--- config.mk ---
export PLATFORM = sky130hd
export DESIGN_NAME = mem_port_arbiter
export DESIGN_NICKNAME = d
export VERILOG_FILES = /design/src/rtl/mem_port_arbiter.sv
export SDC_FILE = /design/constraint.sdc
export NUM_CORES = 1
export LEC_CHECK = 0
export CORE_AREA = 4 4 180 95
export CTS_BUF_LIST = sky130_fd_sc_hd__clkbuf_16
export DETAILED_ROUTE_END_ITERATION = 10
export DIE_AREA = 0 0 184 99
export PLACE_DENSITY_LB_ADDON = 0.2
export RECOVER_POWER = 50
export SLEW_MARGIN = 30
export SYNTH_ARGS = -nofsm -noshare
export SYNTH_HDL_FRONTEND = slang
export SYNTH_SLANG_ARGS = --single-unit
--- constraint.sdc ---
create_clock -name clk -period 1.8 [get_ports clk]
set_clock_uncertainty 0.15 [all_clocks]
set_input_delay 0.18 -clock clk [delete_from_list [all_inputs] [get_ports clk]]
set_output_delay 0.18 -clock clk [all_outputs]
set_load 0.005 [all_outputs]
--- src/rtl/mem_port_arbiter.sv ---
// Two-master arbiter placing instruction fetch and load/store traffic on one memory port.
// Data wins ties, but fetch is granted once STARVE_LIMIT data grants have passed it by.
module mem_port_arbiter #(
    parameter int ADDR_W       = 32,
    parameter int DATA_W       = 32,
    parameter int STARVE_LIMIT = 4
) (
    input  logic                clk,
    input  logic                rst_n,
    input  logic                i_inst_req,
    input  logic [ADDR_W-1:0]   i_inst_addr,
    input  logic                i_inst_flush,
    output logic [DATA_W-1:0]   o_inst_rdata,
    output logic                o_inst_ready,
    input  logic                i_data_req,
    input  logic                i_data_we,
    input  logic [ADDR_W-1:0]   i_data_addr,
    input  logic [DATA_W-1:0]   i_data_wdata,
    input  logic [DATA_W/8-1:0] i_data_wmask,
    output logic [DATA_W-1:0]   o_data_rdata,
    output logic                o_data_ready,
    output logic                o_mem_req,
    output logic                o_mem_we,
    output logic [ADDR_W-1:0]   o_mem_addr,
    output logic [DATA_W-1:0]   o_mem_wdata,
    output logic [DATA_W/8-1:0] o_mem_wmask,
    input  logic [DATA_W-1:0]   i_mem_rdata,
    input  logic                i_mem_ready
);
    // state     | meaning
    // IDLE      | bus free, arbitrate eligible requesters
    // INST_BUSY | fetch read outstanding on the bus
    // DATA_BUSY | load/store outstanding on the bus
    typedef enum logic [1:0] {IDLE, INST_BUSY, DATA_BUSY} state_t;

    localparam int MASK_W = DATA_W / 8;
    localparam logic [3:0] LIMIT = 4'(STARVE_LIMIT);

    state_t              r_state;
    logic [3:0]          r_starve_cnt;
    logic                r_cancel;
    logic                r_mem_req;
    logic                r_mem_we;
    logic [ADDR_W-1:0]   r_mem_addr;
    logic [DATA_W-1:0]   r_mem_wdata;
    logic [MASK_W-1:0]   r_mem_wmask;
    logic [DATA_W-1:0]   r_inst_rdata;
    logic [DATA_W-1:0]   r_data_rdata;
    logic                r_inst_ready;
    logic                r_data_ready;

    logic w_inst_elig;
    logic w_data_elig;
    logic w_grant_inst;
    logic w_grant_data;

    // A requester's level is still high in its own completion cycle; mask it there.
    assign w_inst_elig  = i_inst_req && !r_inst_ready && !i_inst_flush;
    assign w_data_elig  = i_data_req && !r_data_ready;
    assign w_grant_inst = w_inst_elig && (!w_data_elig || r_starve_cnt == LIMIT);
    assign w_grant_data = w_data_elig && !w_grant_inst;

    always_ff @(posedge clk) begin
        if (!rst_n) begin
            r_state      <= IDLE;
            r_starve_cnt <= '0;
            r_cancel     <= 1'b0;
            r_mem_req    <= 1'b0;
            r_mem_we     <= 1'b0;
            r_mem_addr   <= '0;
            r_mem_wdata  <= '0;
            r_mem_wmask  <= '0;
            r_inst_rdata <= '0;
            r_data_rdata <= '0;
            r_inst_ready <= 1'b0;
            r_data_ready <= 1'b0;
        end else begin
            r_inst_ready <= 1'b0;
            r_data_ready <= 1'b0;
            case (r_state)
                IDLE: begin
                    if (w_grant_inst) begin
                        r_state     <= INST_BUSY;
                        r_mem_req   <= 1'b1;
                        r_mem_we    <= 1'b0;
                        r_mem_addr  <= i_inst_addr;
                        r_mem_wdata <= '0;
                        r_mem_wmask <= '0;
                    end else if (w_grant_data) begin
                        r_state     <= DATA_BUSY;
                        r_mem_req   <= 1'b1;
                        r_mem_we    <= i_data_we;
                        r_mem_addr  <= i_data_addr;
                        r_mem_wdata <= i_data_wdata;
                        r_mem_wmask <= i_data_we ? i_data_wmask : '0;
                    end
                    if (w_grant_inst || !i_inst_req)
                        r_starve_cnt <= '0;
                    else if (w_grant_data && r_starve_cnt != LIMIT)
                        r_starve_cnt <= r_starve_cnt + 4'd1;
                end
                INST_BUSY: begin
                    if (i_mem_ready) begin
                        r_state   <= IDLE;
                        r_mem_req <= 1'b0;
                        r_cancel  <= 1'b0;
                        // A read superseded by a jump still drains, but fetch never sees it.
                        if (!r_cancel && !i_inst_flush) begin
                            r_inst_ready <= 1'b1;
                            r_inst_rdata <= i_mem_rdata;
                        end
                    end else if (i_inst_flush) begin
                        r_cancel <= 1'b1;
                    end
                end
                DATA_BUSY: begin
                    if (i_mem_ready) begin
                        r_state      <= IDLE;
                        r_mem_req    <= 1'b0;
                        r_data_ready <= 1'b1;
                        if (!r_mem_we)
                            r_data_rdata <= i_mem_rdata;
                    end
                end
                default: r_state <= IDLE;
            endcase
        end
    end

    assign o_mem_req    = r_mem_req;
    assign o_mem_we     = r_mem_we;
    assign o_mem_addr   = r_mem_addr;
    assign o_mem_wdata  = r_mem_wdata;
    assign o_mem_wmask  = r_mem_wmask;
    assign o_inst_rdata = r_inst_rdata;
    assign o_inst_ready = r_inst_ready;
    assign o_data_rdata = r_data_rdata;
    assign o_data_ready = r_data_ready;

endmodule

==> results_dict.tcl <==
# place-and-route summary
set metrics [dict create \
    status "finished clean" \
    clkTransAtPathRegs_ps 70 \
    vdd_drop_max_v 0.0007369 \
    avgSynthCellArea_sq_um 8.284 \
    cts_tree "built" \
    drt-initial-drc-count 205 \
    worst-path-stages 6 \
    h-tree-depth 4 \
    crit_required_ps 1990 \
    fin_crit_sh_pct 97.78 \
    max_freq_mhz 568.2 \
    drv_cap 0 \
    regToRegSetupSlack_ps 40 \
    cts_num_sinks 143 \
    drive_gt1_share_pct 11.31 \
    p_per_area_nw_per_um2 892.0 \
    tightest_slew_ps 340.7 \
    yosysSeqAreaShare_pct 50.74 \
    gp_congestion 0.7601 \
    overflow 0 \
    ys_chip_area_sq_um 5642 \
    synth-main-ff-cell "dfxtp_1" \
    synth.distinct_cells 38 \
    drt-vias-per-instance 4.861 \
    post_dp_cell_area_sq_um 8757 \
    numCtsBuffers 17 \
    endpoint_kind "flop" \
    cp_slowest_cell "or3b_4" \
    syn_area_sq_um 5642 \
    critPathLaunchType "flop" \
    synthCells 681 \
    fin_cells 1185 \
    edf_count 0 \
    slew_headroom_pct 77.29 \
    cpPeakStageDelay_ps 430 \
    path_cells "or3b_4 -> a21boi_4 -> buf_4 -> buf_12 -> o21ai_0 -> a31oi_2" \
    crit_family "AND-OR/OR-AND gates" \
    rr_startpoint "o_inst_ready" \
    first_pass_iters 4 \
    grt_pass1_wl_um 27870 \
    worst-path-buf-inv 2 \
    grt_pass1_vias 5555 \
    layout.nets 1112 \
    drc 0 \
    yosysCellCount 681 \
    path_class "reg -> reg" \
    worst_r2r_path_depth 6 \
    holdPathStages 4 \
    ys_warn_count 0 \
    die_h_um 99 \
    drv_slew 0 \
    cp_max_fo 14 \
    cp-startpoint "o_inst_ready" \
    worst_slack_ps 39.92 \
    dp_hpwl_um 12280 \
    port_buffers 274 \
    arrival_ps 1950 \
    ios 275 \
    wl_per_cell_um 16.37 \
    antenna-diode-count 0 \
    setup_violations 0 \
    tns_ps 0 \
    drtAntennaViolNets 0 \
    cts_max_path_buffers 2 \
    grt_usage_pct 18.79 \
    grt_max_degree 92 \
    areaGrowthSynthToFinish_pct 73.96 \
    die_w_um 184 \
    vias 5760 \
    antenna_found_initial 0 \
    post-place-ws_ps -325.9 \
    hold_class "in -> reg" \
    chipArea_sq_um 18220 \
    rsz0062_at_grt "true" \
    hold_viol 0 \
    async_reset_ff_share_pct 0 \
    hold_ws_ps 136.3 \
    fp_nets 825 \
    fp_util_pct 36.89 \
    place_inst 1132 \
    power.leakage_nw 3.988 \
    fin_crit_ps 1760 \
    ys_seq_elements 143 \
    warnings 31 \
    wl_um 19400 \
    hold_path.startpoint "rst_n" \
    finalPower_mw 8.754 \
    clock-root-buffer "clkbuf_16" \
]
-- timing repair --
action                                  4_1_cts  5_1_grt
gates resized                                 6       54
endpoints found under the setup margin       42       75
pin swaps                                     1       27
setup buffers                                 3        4
hold buffers                                  0        0
gates cloned                                  0       14
-- worst paths after layout --
path                endpoint
min reg2reg  o_mem_wdata[14]
max            o_mem_addr[3]
max reg2reg    o_mem_addr[3]
min           o_mem_addr[16]
-- cells by family (layout without fill, tap and decap cells) --
group | Yosys count | after routing | share of synthesized area (%)
and+or+nand+nor | 293 | 293 | 21.38
adders and majority gates | 5 | 5 | 1.109
DFF | 143 | 143 | 50.74
buffers and inverters | 60 | 360 | 4.679
muxes | 1 | 1 | 0.1996
AOI/OAI and AO/OA | 179 | 179 | 21.89
-- synth_stat cells (all sizes together), types with 2 or more instances --
| cell | n | share of area, % |
|---|---|---|
| inv | 4 | 0.27 |
| o21ai | 33 | 2.9 |
| nor2b | 2 | 0.22 |
| nor2 | 4 | 0.27 |
| nand4 | 4 | 0.44 |
| a31oi | 33 | 3.7 |
| dfxtp | 143 | 51 |
| buf | 13 | 1.6 |
| nor3 | 2 | 0.18 |
| clkbuf | 43 | 2.9 |
| and3 | 2 | 0.22 |
| nand2 | 233 | 16 |
| nand3 | 35 | 3.1 |
| and2 | 3 | 0.33 |
| ha | 5 | 1.1 |
| o32ai | 2 | 0.31 |
| nor3b | 2 | 0.27 |
| a21boi | 103 | 14 |
-- worst register-to-register path, delay by kind of cell (launching register included) --
family          cells  cell delay (ps)
compound gates      3              480
simple gates        1              430
flops               1              330
buf+inv             2              310
-- cell usage in the layout, fill, tap and decap left out, types with 4 or more instances in the layout --
cell type / instances
a21boi_1: 28
nand3_1: 31
inv_6: 5
buf_12: 10
a21boi_0: 71
nand4_1: 4
nand2_1: 230
buf_4: 20
dfxtp_1: 141
o21ai_0: 32
a31oi_1: 32
clkbuf_16: 27
dlygate4sd3_1: 113
clkdlybuf4s50_1: 159
buf_6: 10
inv_1: 4
-- flip-flops by register name, summed over array words and instances, names as in the netlist --
name	count
o_data_rdata	32
o_data_ready	1
o_inst_rdata	32
o_inst_ready	1
o_mem_addr	32
o_mem_req	1
o_mem_wdata	32
o_mem_we	1
o_mem_wmask	4
r_cancel	1
r_starve_cnt	4
r_state	2
-- power breakdown --
part	internal, mW	total, mW	switching [mW]	leakage [nW]
registers	3.38	3.47	0.0947	1.17
clock network	2.21	3.67	1.46	0.296
logic	0.938	1.62	0.678	2.52
total	6.52	8.75	2.24	3.99
-- layout make-up --
class,count,area [sq um]
clock buffers,17,425.4
clock inverters,15,183.9
fillers,1258,5480
inverters,4,15.01
multi-input cells,478,2621
flip-flops and latches,143,2865
well taps,204,255.2
repair buffers,324,3448
-- metal layers --
metal  GRT usage [%]  vias up  share of wire, %
met5               0        -                 0
li1                -     2878                 -
met3           5.420       18               6.9
met2           33.46      181                50
met1           21.74     2683                42
met4           6.303        0               1.2
final_congestion.png
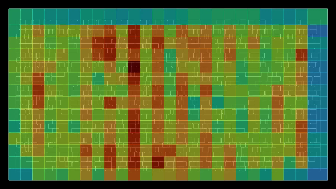
met1 Usage GRT: 21.74%
GR Util met3: 5.420%
GR peak layer: met2
final core utilization: 64.17%
met2 usage in global routing: 33.46%

clock_map.png
Drawn at 4 px/um.
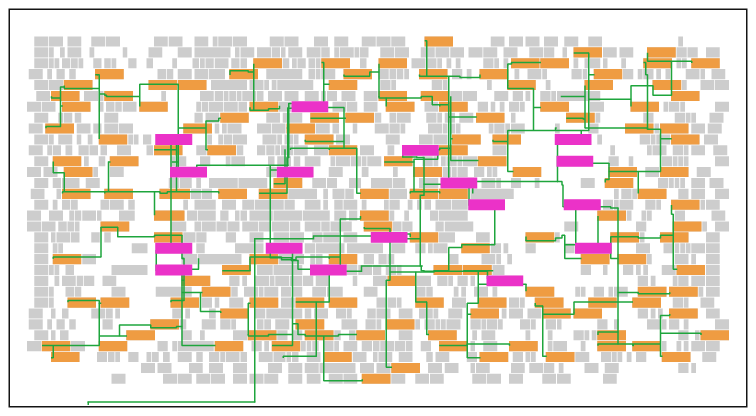
[green] clock wires | length: 1,920 um
[magenta] cells driving clock nets | count: 17
[orange] flip-flops | count: 143
flops lie: widely spread
clk latency late pin: 410 ps
power share of the clock group: 41.9%

cell_classes.png
Drawn at 3 px/um. Fill, decap, tap and diode cells in gray.
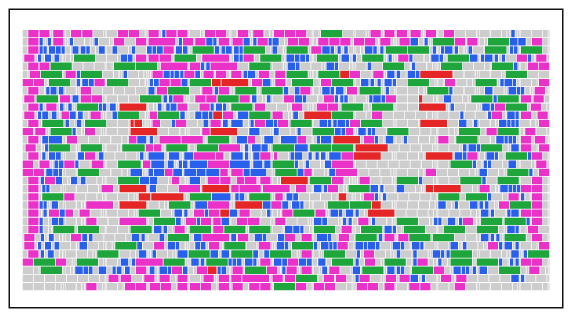
| color | class | cells | share of their area |
|---|---|---|---|
| red | clock drivers and dummy loads | 32 | 6.4% |
| green | flip-flops | 143 | 30% |
| blue | all other logic | 482 | 28% |
| magenta | other buffers and delay cells | 324 | 36% |
core area: 15,290 sq um
Seq/total area: 29.19%
# rows: 32
Design Area, Final: 9814 sq um

pdn.png
Drawn at 3 px/um. Pins as bars on the die edge.
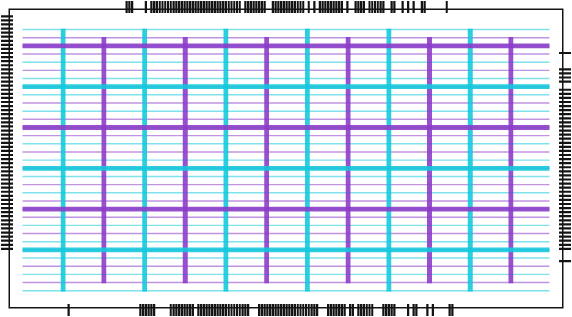
| color | net |
|---|---|
| purple | VDD |
| cyan | VSS |
met4 straps: 12
signal pins: 275

Power is estimated from default activity; no workload was simulated.
